==> src/rtl/pipeline_stall_unit.sv <==
// Hazard/stall sequencer: load-use freeze, taken-branch flush and the multdiv start/wait FSM.
// Optional perf counters are compiled in when STALL_PERF_EN is defined.
module pipeline_stall_unit #(
    parameter int unsigned MD_TIMEOUT = 34,
    parameter int unsigned CNT_W      = 32
) (
    input  logic             clock,
    input  logic             reset,
    input  logic             memstall,
    input  logic             DX_mult,
    input  logic             DX_div,
    input  logic             multdiv_ready,
    input  logic             multdiv_except,
    input  logic             X_branch_taken,
    output logic             PC_WE,
    output logic             FD_WE,
    output logic             DX_WE,
    output logic             XM_nop,
    output logic             FD_flush,
    output logic             DX_flush,
    output logic             ctrl_MULT,
    output logic             ctrl_DIV,
    output logic             md_done,
    output logic             md_error,
    output logic [CNT_W-1:0] stall_cycles,
    output logic [CNT_W-1:0] flush_count
);

    localparam int unsigned TW = (MD_TIMEOUT > 2) ? $clog2(MD_TIMEOUT) : 1;
    localparam logic [TW-1:0] TLAST = TW'(MD_TIMEOUT - 1);

    typedef enum logic [1:0] {MdIdle, MdBusy, MdDone} md_state_e;

    md_state_e    state_q, state_d;
    logic [TW-1:0] tcnt_q, tcnt_d;
    logic          except_q, except_d;
    logic          timeout_q, timeout_d;
    logic          md_start;
    logic          md_busy;
    logic          freeze;

    always_ff @(posedge clock or posedge reset) begin
        if (reset) begin
            state_q   <= MdIdle;
            tcnt_q    <= '0;
            except_q  <= 1'b0;
            timeout_q <= 1'b0;
        end else begin
            state_q   <= state_d;
            tcnt_q    <= tcnt_d;
            except_q  <= except_d;
            timeout_q <= timeout_d;
        end
    end

    always_comb begin
        state_d   = state_q;
        tcnt_d    = tcnt_q;
        except_d  = except_q;
        timeout_d = timeout_q;
        md_start  = 1'b0;
        md_busy   = 1'b0;
        ctrl_MULT = 1'b0;
        ctrl_DIV  = 1'b0;
        md_done   = 1'b0;
        md_error  = 1'b0;
        unique case (state_q)
            MdIdle: begin
                // A pending load-use hazard defers the start until the operands are valid
                if ((DX_mult || DX_div) && !memstall) begin
                    md_start  = 1'b1;
                    ctrl_MULT = DX_mult;
                    ctrl_DIV  = !DX_mult;
                    state_d   = MdBusy;
                    tcnt_d    = '0;
                    except_d  = 1'b0;
                    timeout_d = 1'b0;
                end
            end
            MdBusy: begin
                md_busy = 1'b1;
                if (multdiv_ready) begin
                    state_d  = MdDone;
                    except_d = multdiv_except;
                    tcnt_d   = '0;
                end else if (tcnt_q == TLAST) begin
                    state_d   = MdDone;
                    timeout_d = 1'b1;
                    tcnt_d    = '0;
                end else begin
                    tcnt_d = tcnt_q + TW'(1);
                end
            end
            MdDone: begin
                // Result is only consumed on the cycle the X instruction actually advances
                if (!memstall) begin
                    md_done   = 1'b1;
                    md_error  = except_q || timeout_q;
                    state_d   = MdIdle;
                    except_d  = 1'b0;
                    timeout_d = 1'b0;
                end
            end
            default: state_d = MdIdle;
        endcase
    end

    assign freeze   = memstall || md_start || md_busy;
    assign PC_WE    = !freeze;
    assign FD_WE    = !freeze;
    assign DX_WE    = !freeze;
    assign XM_nop   = freeze;
    assign FD_flush = X_branch_taken && !freeze;
    assign DX_flush = X_branch_taken && !freeze;

`ifdef STALL_PERF_EN
    logic [CNT_W-1:0] stall_q;
    logic [CNT_W-1:0] flush_q;

    always_ff @(posedge clock or posedge reset) begin
        if (reset) begin
            stall_q <= '0;
            flush_q <= '0;
        end else begin
            if (!PC_WE && (stall_q != '1)) begin
                stall_q <= stall_q + CNT_W'(1);
            end
            if (FD_flush && (flush_q != '1)) begin
                flush_q <= flush_q + CNT_W'(1);
            end
        end
    end

    assign stall_cycles = stall_q;
    assign flush_count  = flush_q;
`else
    assign stall_cycles = '0;
    assign flush_count  = '0;
`endif

endmodule

==> config.mk <==
export PLATFORM = sky130hd
export DESIGN_NAME = pipeline_stall_unit
export DESIGN_NICKNAME = d
export VERILOG_FILES = /design/src/rtl/pipeline_stall_unit.sv
export SDC_FILE = /design/constraint.sdc
export NUM_CORES = 1
export LEC_CHECK = 0
export CORE_MARGIN = 10
export CORE_UTILIZATION = 35
export DETAILED_ROUTE_END_ITERATION = 6
export PLACE_DENSITY = 0.82
export RECOVER_POWER = 25
export SETUP_SLACK_MARGIN = 0.15
export SLEW_MARGIN = 5
export SYNTH_ARGS = -nofsm -noshare
export SYNTH_HDL_FRONTEND = slang
export SYNTH_SLANG_ARGS = --single-unit
==> constraint.sdc <==
create_clock -name clock -period 1.5 [get_ports clock]
set_input_delay 0.3 -clock clock [delete_from_list [all_inputs] [get_ports clock]]
set_output_delay 0.3 -clock clock [all_outputs]
set_load 0.05 [all_outputs]
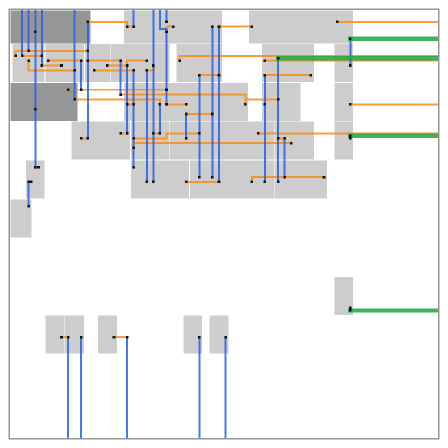
detail.png
Region (44, 5) to (74, 35) um. Cells in gray, sequential cells in the stronger gray; small squares are vias.
color	layer
blue	metal 2
green	metal 3
orange	metal 1
cells with their middle in the window	28
most frequent	conb_1 (9), buf_4 (4)
sequential cells in the window	1
netlist names of flops here include	state_q (1)

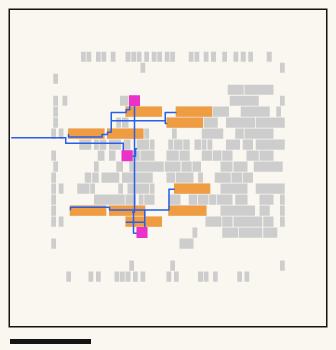
clk_routes.png
Scale bar: 20 um.
[blue] clock wires | length: 157 um
[orange] flip-flops | count: 10
[magenta] clock drivers | count: 3
routed clock nets	4
Clk. pwr: 181 uW
worst-skew pair later-pin latency: 0.26 ns
portion of total power attributed to the clock network: 0.083

==> results_slide.txt <==
Flow Results at a Glance

Layout
  – # diodes: 0
  – Top library cells by usage in the layout, fill and taps aside: 64 x sky130_fd_sc_hd__conb_1, 13 x sky130_fd_sc_hd__buf_4, 10 x sky130_fd_sc_hd__buf_12, 9 x sky130_fd_sc_hd__nand2_1, 9 x sky130_fd_sc_hd__dfrtp_1
  – Clock distribution area overhead in the final layout: 0.0156
  – Largest cell class: logic gates
  – Number of flip-flops and latches: 10
  – Fraction of final layout cells with drive strength greater than 1: 0.310
  – Largest register FFs: 6
  – Logic share of the area: 0.490
  – Area of all sequential standard cells: 251 um^2

Worst setup path
  – FF-to-FF path depth: 5
  – Setup slack on the worst flop-to-flop path: approximately 0.2 ns
  – Worst Setup SP: state_q[0]$_DFFE_PP0P_
  – R2r startpoint: tcnt_q[0]$_DFFE_PP0P_
  – Endpoint of the most critical setup path: DX_flush
  – Endpoint of the lowest-slack register-to-register path: tcnt_q[1]$_DFFE_PP0P_
  – CP max FO: 4
  – Critical path buffer and inverter count: 1
  – Type of element capturing the critical path: primary output
  – Slowest cell on the critical path: sky130_fd_sc_hd__dfrtp_2
  – Data required time at the worst endpoint: between 1 and 1.5 ns
  – Startpoint class of the critical path: register
  – Arrival time of the worst setup path: ~1.3 ns

Yosys
  – Synth Warn #: 0
  – Post-Synthesis Mean Instance Area: roughly 8.5 um^2
  – Xor+xnor area frac: 0
  – Share of synthesized registers carrying an async set or reset: 1.00
  – Arithmetic-cell share of the synthesized area counting full adders, half adders and majority gates: 0.0211
  – Comb area leader: buffers and inverters
  – Post-synth top cells: 67 x sky130_fd_sc_hd__buf_4, 10 x sky130_fd_sc_hd__dfrtp_1, 9 x sky130_fd_sc_hd__nand2_1
  – Multiplexer fraction of the synthesized cell area: 0.0179
  – Ao+oa area frac: 0.148
  – Count of instantiated cells in the yosys netlist: 139
  – Register area share after synthesis: 0.211
  – Area share of the leading cell type in the synthesized netlist: 0.424
  – Flop and latch count out of synthesis: 10
  – Cell count after synthesis: 139
  – Synthesized-area fraction occupied by and/or/nand/nor cells: 0.154

Floorplanning
  – Chip Area: around 0.006 mm^2
  – Overall die width: 78.2 um
  – Pre-Place Util: 0.358

Power
  – Combinational power share: 0.730
  – Leakage power: 0.723 nW
  – Reported net switching power: 1.14 mW
  – Group with the largest share of power: combinational cells
  – Post-layout total power: 2.18 mW
  – Sequential-cell power consumption: about 410 uW
  – Combinational logic power: roughly 1.6 mW

Outcome
  – Violated checks: negative setup slack
  – Outcome: finished, violations left

Min path
  – Class of the tightest hold or removal check: in2async

Routing
  – Wire length per cell after detailed routing: 11.6 um
  – Uppermost signal routing layer after detailed routing: met4
  – Number of detailed-route iterations in the first pass: 4
  – Violation tally from detailed-route iteration zero: 25
  – Detailed-route DRC error count: 0
  – Met2 Wirelength: about 1300 um
  – Post-Route WL: 2490 um

Clock network
  – Cell resize tally after clock tree synthesis: 10
  – H-tree depth reported by CTS: 1
  – Clock tree from TritonCTS: built
  – Count of clock tree sinks: 10
  – Maximum clock insertion buffer count: 2
  – Total clock buffers created by CTS: 3

GRT
  – Global routing's busiest layer: met2
  – Total gr overflow: 0
  – Global routing usage on met2: 0.136
  – Pin count of the biggest net entering global routing: 11
  – Vias in the first global route: 873
  – Global-route wire length before repair: 4060 um
  – Total routing resource utilization after global routing: 0.0779

Final timing
  – Final WS setup: -0.128 ns
  – RSZ-0062 raised after global routing: yes
  – Final count of negative-setup-slack endpoints: 9
  – Worst hold slack: 0.444 ns
  – Post-layout min period: 1.63 ns

Placed design
  – Post-place instance area: 0.00135 mm^2
  – Worst setup slack before clock tree synthesis: -0.381 ns
  – Post-DP HPWL: 2090 um
  – Port Buffers: 17
  – Number of instances in the placed design: 206

Run
  – MaxCap Viol Count: 0
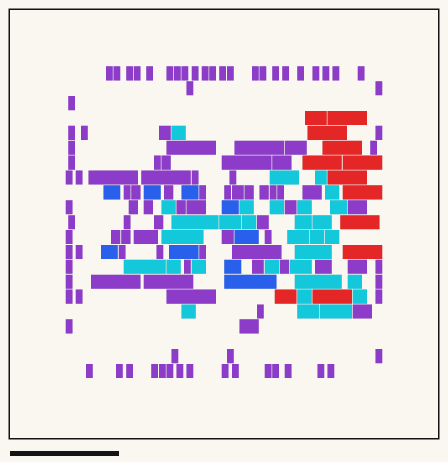
sizes.png
Scale bar: 20 um.
color	size	cells	share	most used
blue	_2 cells	9	5.4%	o21ai_2
red	_6 and larger	12	7.1%	buf_12
cyan	_3 and _4 cells	31	18%	buf_4
purple	_0 and _1 cells	116	69%	conb_1
non-clock buffer instance count of the final layout: 32
Final WS setup: -0.128 ns
cell area after layout: 0.00145 mm^2
area growth from synthesis to layout: 22.0%

Power figures rest on the tool's default switching activity, not on a simulated workload.
